Figure 1. Clock network drawn from the DEF.
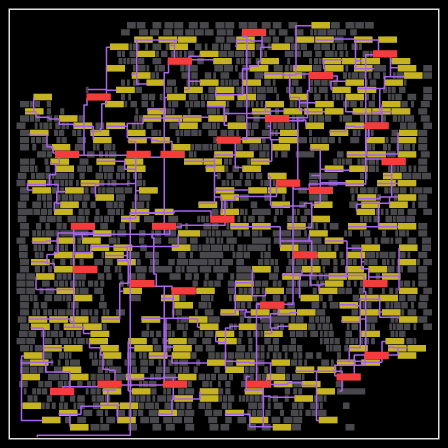
Figure 2. Logic cells by family.
The bar under the picture is 50 um long.
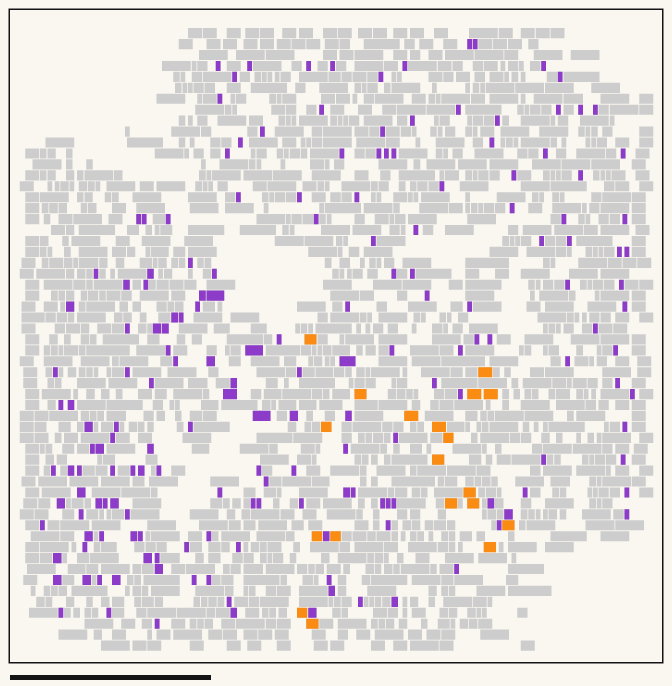
Figure 3. Congestion heat map.
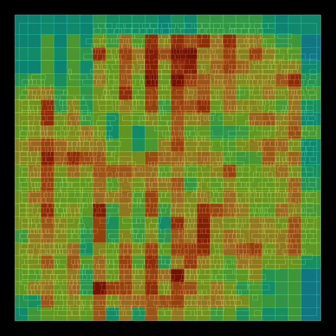
Figure 4. Metal layers overlaid.
The bar under the picture is 50 um long.
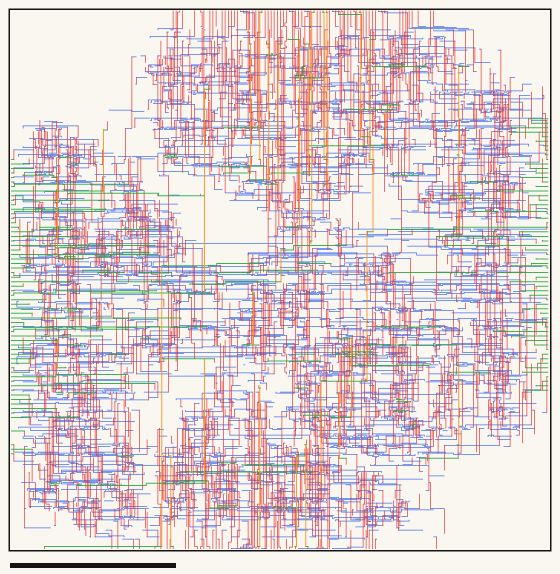
Figure 5. Cell density map.
The die is cut into 16 by 16 equal tiles; dark blue is low, red is high, 0 to 100% covered.
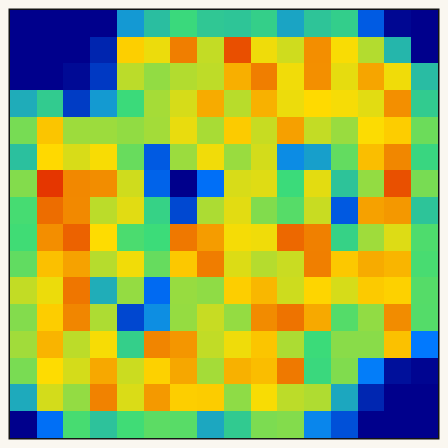
<file path="src/rtl/board_output_reader.sv">
// Drains one per-board output SpyBuffer FIFO onto a valid/ready stream, checking
// header/footer framing on capture and keeping event/word/error counters.
module board_output_reader #(
  parameter int          DATA_WIDTH = 65,
  parameter int          LEN_WIDTH  = 12,
  parameter int          CNT_WIDTH  = 32,
  parameter logic [7:0]  HDR_MARK   = 8'hAB,
  parameter logic [7:0]  FTR_MARK   = 8'hCD
) (
  input  logic                  clock,
  input  logic                  reset,
  input  logic                  fifo_empty,
  output logic                  fifo_read_enable,
  input  logic [DATA_WIDTH-1:0] fifo_read_data,
  output logic [DATA_WIDTH-1:0] out_data,
  output logic                  out_valid,
  input  logic                  out_ready,
  output logic                  out_last,
  output logic [LEN_WIDTH-1:0]  out_len,
  output logic [CNT_WIDTH-1:0]  event_count,
  output logic [CNT_WIDTH-1:0]  err_orphan_count,
  output logic [CNT_WIDTH-1:0]  err_nofooter_cnt,
  output logic                  dbg_state
);

  // Stream handshake: a beat transfers on a rising clock edge where out_valid
  // and out_ready are both high; while out_valid && !out_ready the head entry
  // (out_data/out_last/out_len) is held unchanged, and out_valid never drops
  // without a transfer.

  typedef enum logic {
    IDLE  = 1'b0,
    INEVT = 1'b1
  } state_t;

  typedef struct packed {
    logic [DATA_WIDTH-1:0] data;
    logic                  last;
    logic [LEN_WIDTH-1:0]  len;
  } entry_t;

  localparam logic [LEN_WIDTH-1:0] LEN_ONE = {{(LEN_WIDTH-1){1'b0}}, 1'b1};
  localparam logic [LEN_WIDTH-1:0] LEN_MAX = {LEN_WIDTH{1'b1}};
  localparam logic [CNT_WIDTH-1:0] CNT_ONE = {{(CNT_WIDTH-1){1'b0}}, 1'b1};

  state_t                 state_q, state_d;
  logic                   rd_pending_q;
  logic [1:0]             count_q, count_d;
  entry_t                 slot0_q, slot1_q, slot0_d, slot1_d;
  entry_t                 new_entry;
  logic [LEN_WIDTH-1:0]   len_q, len_d, len_inc;
  logic [CNT_WIDTH-1:0]   event_q, orphan_q, nofooter_q;
  logic                   is_hdr, is_ftr;
  logic                   push, pop;
  logic                   evt_inc, orph_inc, nof_inc;
  logic [2:0]             occ_next;

  assign pop     = (count_q != 2'd0) && out_ready;
  assign is_hdr  = fifo_read_data[DATA_WIDTH-1] && (fifo_read_data[DATA_WIDTH-2 -: 8] == HDR_MARK);
  assign is_ftr  = fifo_read_data[DATA_WIDTH-1] && (fifo_read_data[DATA_WIDTH-2 -: 8] == FTR_MARK);
  assign len_inc = (len_q == LEN_MAX) ? len_q : len_q + LEN_ONE;

  // A new read is allowed only if, after this cycle's pop, the held words plus
  // the read already in flight plus this one still fit in two slots.
  assign occ_next         = {1'b0, count_q} - {2'b00, pop} + {2'b00, rd_pending_q} + 3'd1;
  assign fifo_read_enable = reset && !fifo_empty && (occ_next <= 3'd2);

  // Framing FSM: classifies the captured word and decides whether it is buffered.
  always_comb begin
    state_d        = state_q;
    len_d          = len_q;
    push           = 1'b0;
    evt_inc        = 1'b0;
    orph_inc       = 1'b0;
    nof_inc        = 1'b0;
    new_entry.data = fifo_read_data;
    new_entry.last = 1'b0;
    new_entry.len  = '0;
    if (rd_pending_q) begin
      case (state_q)
        IDLE: begin
          if (is_hdr) begin
            push    = 1'b1;
            len_d   = LEN_ONE;
            state_d = INEVT;
          end else begin
            orph_inc = 1'b1;
          end
        end
        INEVT: begin
          if (is_hdr) begin
            nof_inc = 1'b1;
            push    = 1'b1;
            len_d   = LEN_ONE;
          end else if (is_ftr) begin
            push           = 1'b1;
            new_entry.last = 1'b1;
            new_entry.len  = len_inc;
            evt_inc        = 1'b1;
            state_d        = IDLE;
          end else begin
            push  = 1'b1;
            len_d = len_inc;
          end
        end
        default: state_d = IDLE;
      endcase
    end
  end

  // Two-slot buffer, slot0 is always the head.
  always_comb begin
    slot0_d = slot0_q;
    slot1_d = slot1_q;
    count_d = count_q;
    case ({push, pop})
      2'b10: begin
        if (count_q == 2'd0) slot0_d = new_entry;
        else                 slot1_d = new_entry;
        count_d = count_q + 2'd1;
      end
      2'b01: begin
        slot0_d = slot1_q;
        count_d = count_q - 2'd1;
      end
      2'b11: begin
        if (count_q == 2'd1) begin
          slot0_d = new_entry;
        end else begin
          slot0_d = slot1_q;
          slot1_d = new_entry;
        end
      end
      default: ;
    endcase
  end

  always_ff @(posedge clock) begin
    if (!reset) begin
      state_q      <= IDLE;
      rd_pending_q <= 1'b0;
      count_q      <= 2'd0;
      slot0_q      <= '0;
      slot1_q      <= '0;
      len_q        <= '0;
      event_q      <= '0;
      orphan_q     <= '0;
      nofooter_q   <= '0;
    end else begin
      state_q      <= state_d;
      rd_pending_q <= fifo_read_enable;
      count_q      <= count_d;
      slot0_q      <= slot0_d;
      slot1_q      <= slot1_d;
      len_q        <= len_d;
      if (evt_inc)  event_q    <= event_q + CNT_ONE;
      if (orph_inc) orphan_q   <= orphan_q + CNT_ONE;
      if (nof_inc)  nofooter_q <= nofooter_q + CNT_ONE;
    end
  end

  assign out_valid        = (count_q != 2'd0);
  assign out_data         = slot0_q.data;
  assign out_last         = slot0_q.last;
  assign out_len          = slot0_q.len;
  assign event_count      = event_q;
  assign err_orphan_count = orphan_q;
  assign err_nofooter_cnt = nofooter_q;
  assign dbg_state        = state_q;

endmodule

</file>
<file path="config.mk">
export PLATFORM = sky130hd
export DESIGN_NAME = board_output_reader
export DESIGN_NICKNAME = d
export VERILOG_FILES = /design/src/rtl/board_output_reader.sv
export SDC_FILE = /design/constraint.sdc
export NUM_CORES = 1
export LEC_CHECK = 0
export CORE_MARGIN = 2
export CORE_UTILIZATION = 46
export DETAILED_ROUTE_END_ITERATION = 8
export PLACE_DENSITY = 0.79
export SLEW_MARGIN = 20
export SYNTH_ARGS = -nofsm -noshare
export SYNTH_HDL_FRONTEND = slang
export SYNTH_SLANG_ARGS = --single-unit
export TNS_END_PERCENT = 100
</file>
<file path="constraint.sdc">
create_clock -name clock -period 3.3 [get_ports clock]
set_input_delay 0.66 -clock clock [delete_from_list [all_inputs] [get_ports clock]]
set_output_delay 0.66 -clock clock [all_outputs]
set_load 0.05 [all_outputs]
</file>
==> results.cfg <==
; yosys + openroad results
[status]
outcome = completed

[setup_path]
path_depth = 10
cp_top_family = adder cells
r2r_start = rd_pending_q
path_class = reg -> out
worstPathRequired_ns = 2.64
r2r_end = event_count[22]
path_cells = inv_1 -> ha_4 -> inv_1 -> nand2_1 -> fa_1 -> ha_1 -> nor2_2 -> a21oi_2 -> nor3_2 -> clkbuf_16
crit_buf_inv = 3

[routing]
drtAntennaViolNets = 0
wl_per_cell_um = 16.3
m1WireLength_mm = 14.1
maxUsedRoutingLayer = met4
met3WireLength_mm = 2.17
wl_met2_mm = 14.5

[clock_network]
cts_tree = done
ctsHoldBuffers = 0
clockBufferDepth = 3
clockRootBuffer = clkbuf_16
htree_num_levels = 1
cts-resized-gates = 1
cts-buffers-inserted = 29
cts_setup_buffers = 0
clock-sinks = 268

[logic_synthesis]
simple_gate_share = 0.226
yosys.area_share.aoi = 0.208
ys_sh_mux = 0.00609
ff_type = dfxtp_1
xor_share = 0.0381
ys_seq_elements = 268
yosysMostFrequentCell = dfxtp_1
postSynthSeqShare = 0.466
netlist_instances = 1386
syn-cell-area_sq_um = 11500
yosys_cells = 1386
fa_ha_area_frac = 0.0137
yosys-stat-area_sq_um = 11500
synth.top_cells.by_count = dfxtp_1, nand2_1, nor2_1, a21oi_1, clkbuf_1
fp_nets = 1467
yosys_warnings = 0
edf_count = 0
synth_top_area_share = 0.466

[final_timing]
skew_ns = 0.0204
fin_ws_ns = 0.125
slew_headroom = 0.363
slew_viol_final = 0
fin_crit_ns = 3.17
rsz0062_at_grt = no
tightestPinTransition_ns = 0.947
setup-violations-final = 0

[placement]
dp_hpwl_mm = 21.2

[power]
sw_frac_of_total = 0.264
p_per_area_nw_per_um2 = 520
internal-power_w = 0.00594
comb-power_w = 0.00120
p_comb_frac = 0.148
p_clk_w = 0.00346
leakage_nw = 5.09
total_power_w = 0.00806

[global_route]
grt_pass1_wl_mm = 52.0
antenna_found_initial = 1
grt_use_met3 = 0.0488
grt.met2_usage = 0.377
grt_start_max_net_pins = 140

[hold_path]
min_path_type = reg -> reg
holdPathStages = 2
holdCritStartpoint = slot1_q[57]

[floorplanning]
rows = 57
die_h_um = 162
die_w_um = 162
core-area_sq_um = 24500

[cells_and_area]
nets = 1685
fin_cells = 1949
final_cell_mix = dfxtp_1, clkdlybuf4s50_1, nand2_1
drive_gt1_frac = 0.0708
lay_top_count = dfxtp_1

[flow_run]
drv_cap = 0
warnings = 32
Back to the opening pictures, Figure 1:
Key: yellow = flip-flops [count 268]; purple = clock wires [length 3280 um]; red = cells driving clock nets [count 29]
Position of the flops: spread over the die.

Back to the opening pictures, Figure 2:
Key: purple = NOR gates [cells 176, where spread over the die]; orange = AND-OR and OR-AND gates [cells 19]

Back to the opening pictures, Figure 3:
grt peak-use layer: met2
total track usage: 0.235

Back to the opening pictures, Figure 4:
Key: orange = met4 [wire length 1120 um]; green = met3 [wire length 2170 um]; blue = met1 [wire length 14100 um]; red = met2 [wire length 14500 um]

Back to the opening pictures, Figure 5:
The fullest tile reaches 94%. 27% of the tiles are over 75% full. 7.8% of the tiles are nearly empty.

flip-flops by register name, indices dropped and copies added (netlist names):
register / cells
slot1_q: 78
out_data: 65
err_nofooter_cnt: 32
err_orphan_count: 32
event_count: 32
len_q: 12
out_len: 12
count_q: 2
dbg_state: 1
out_last: 1
rd_pending_q: 1
final cells by class:
cell class	instances	area [sq um]
Clock buffer	39	833
Clock inverter	13	196
Fill cell	2000	8940
Inverter	25	98.8
Multi-Input combinational cell	993	5720
Sequential cell	268	5370
Tap cell	324	405
Timing Repair Buffer	287	2900
through the flow:
step	util	instance area (sq um)
2_1_floorplan	-	11500
3_3_place_gp	0.591	14500
3_5_place_dp	0.591	14500
4_1_cts	0.633	15500
5_1_grt	0.634	15500
6_report	0.634	15500
